==> config.mk <==
export PLATFORM = sky130hd
export DESIGN_NAME = fosfor_present_core
export DESIGN_NICKNAME = d
export VERILOG_FILES = /design/src/rtl/fosfor_present_pkg.sv /design/src/rtl/fosfor_present_key_update.sv /design/src/rtl/fosfor_present_core.sv
export SDC_FILE = /design/constraint.sdc
export NUM_CORES = 1
export LEC_CHECK = 0
export ABC_AREA = 1
export CAP_MARGIN = 20
export CORE_MARGIN = 10
export CORE_UTILIZATION = 60
export CTS_BUF_LIST = sky130_fd_sc_hd__clkbuf_4 sky130_fd_sc_hd__clkbuf_8
export DETAILED_ROUTE_END_ITERATION = 16
export HOLD_SLACK_MARGIN = 0.1
export PLACE_DENSITY_LB_ADDON = 0.3
export SYNTH_ARGS = -nofsm -noshare
export SYNTH_HDL_FRONTEND = slang
export SYNTH_SLANG_ARGS = --single-unit
==> constraint.sdc <==
create_clock -name Clk_k -period 2.4 [get_ports Clk_k]
set_input_delay 0.24 -clock Clk_k [delete_from_list [all_inputs] [get_ports Clk_k]]
set_output_delay 0.24 -clock Clk_k [all_outputs]
set_load 0.02 [all_outputs]
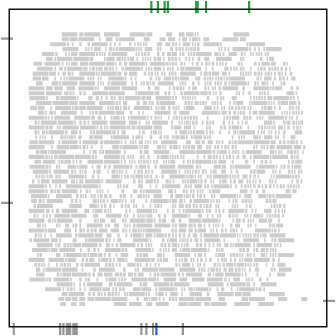
*Pin placement*
Pins as bars across the die edge, other pins in grey.
legend:
  blue:
    port: `Rd_i`
    pins: 1
    direction: input
    edge: bottom
  green:
    port: `Data_ob`
    pins: 8
    direction: output
    edge: top
Die X: 175 um
PortBufs: 23
Die Y-Extent: 175 um

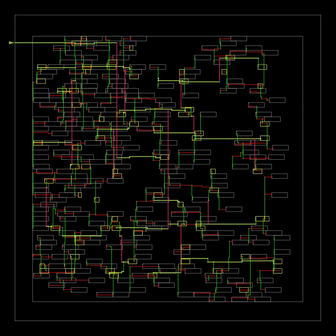
*Clock routing*
clock sink total: 233
Seq cells: 233
clock insertion delay at the later pin of the skew report: 0.57 ns
number of clock buffers in the layout: 66
Final Skew: 0.0184 ns

==> results_slide.txt <==
Key Metrics from the Run

STA
  • Worst slew margin: 32.5%
  • Post-layout min period: 2.23 ns
  • Final setup TNS: 0 ns
  • Worst hold slack: 0.234 ns
  • Worst-margin pin slew: 1.00 ns

Drt
  • M1 WL: 18500 um
  • Met3 WL post-DR: 4360 um

Run status
  • Status: completed

Setup path
  • Crit Path Max Fanout: 32
  • WP buf/inv: 3
  • WP depth: 7
  • Crit-path max cell delay: 0.44 ns
  • WP data required: 2.84 ns
  • Slowest-stage cell, CP: dfrtp_1
  • Worst path arrival time: 2.67 ns

Die
  • # rows: 56
  • Die Size: 30800 um2

Synthesis
  • Ys flops: 233
  • Mux frac, synth: 2.33%
  • Mapped Nets: 2099
  • Logic family by area: simple AND/OR/NAND/NOR gates
  • Synth area leaders: dfrtp_1, nand2_1, nand3_1, o21ai_0, inv_1
  • Count leader, synth: nand2_1
  • Distinct lib cells: 27

Global route
  • Number of global-route vias before repair: 12700
  • Initial antenna violation count: 0
  • Met1 Use GR: 40.0%

Placed design
  • Pre-CTS WS: 0.230 ns

Final layout
  • Layout cells sized above 1: 7.60%
  • Final net count: 2113
[area by class of cell]
type / count / area (um2) / area share [%]
Sequential cell: 233 / 5830 / 36.1
Tap cell: 319 / 399 / 2.47
Multi-Input combinational cell: 1491 / 7500 / 46.5
Timing Repair Buffer: 69 / 758 / 4.70
Inverter: 202 / 758 / 4.70
Clock inverter: 6 / 51.3 / 0.318
Clock buffer: 66 / 833 / 5.17
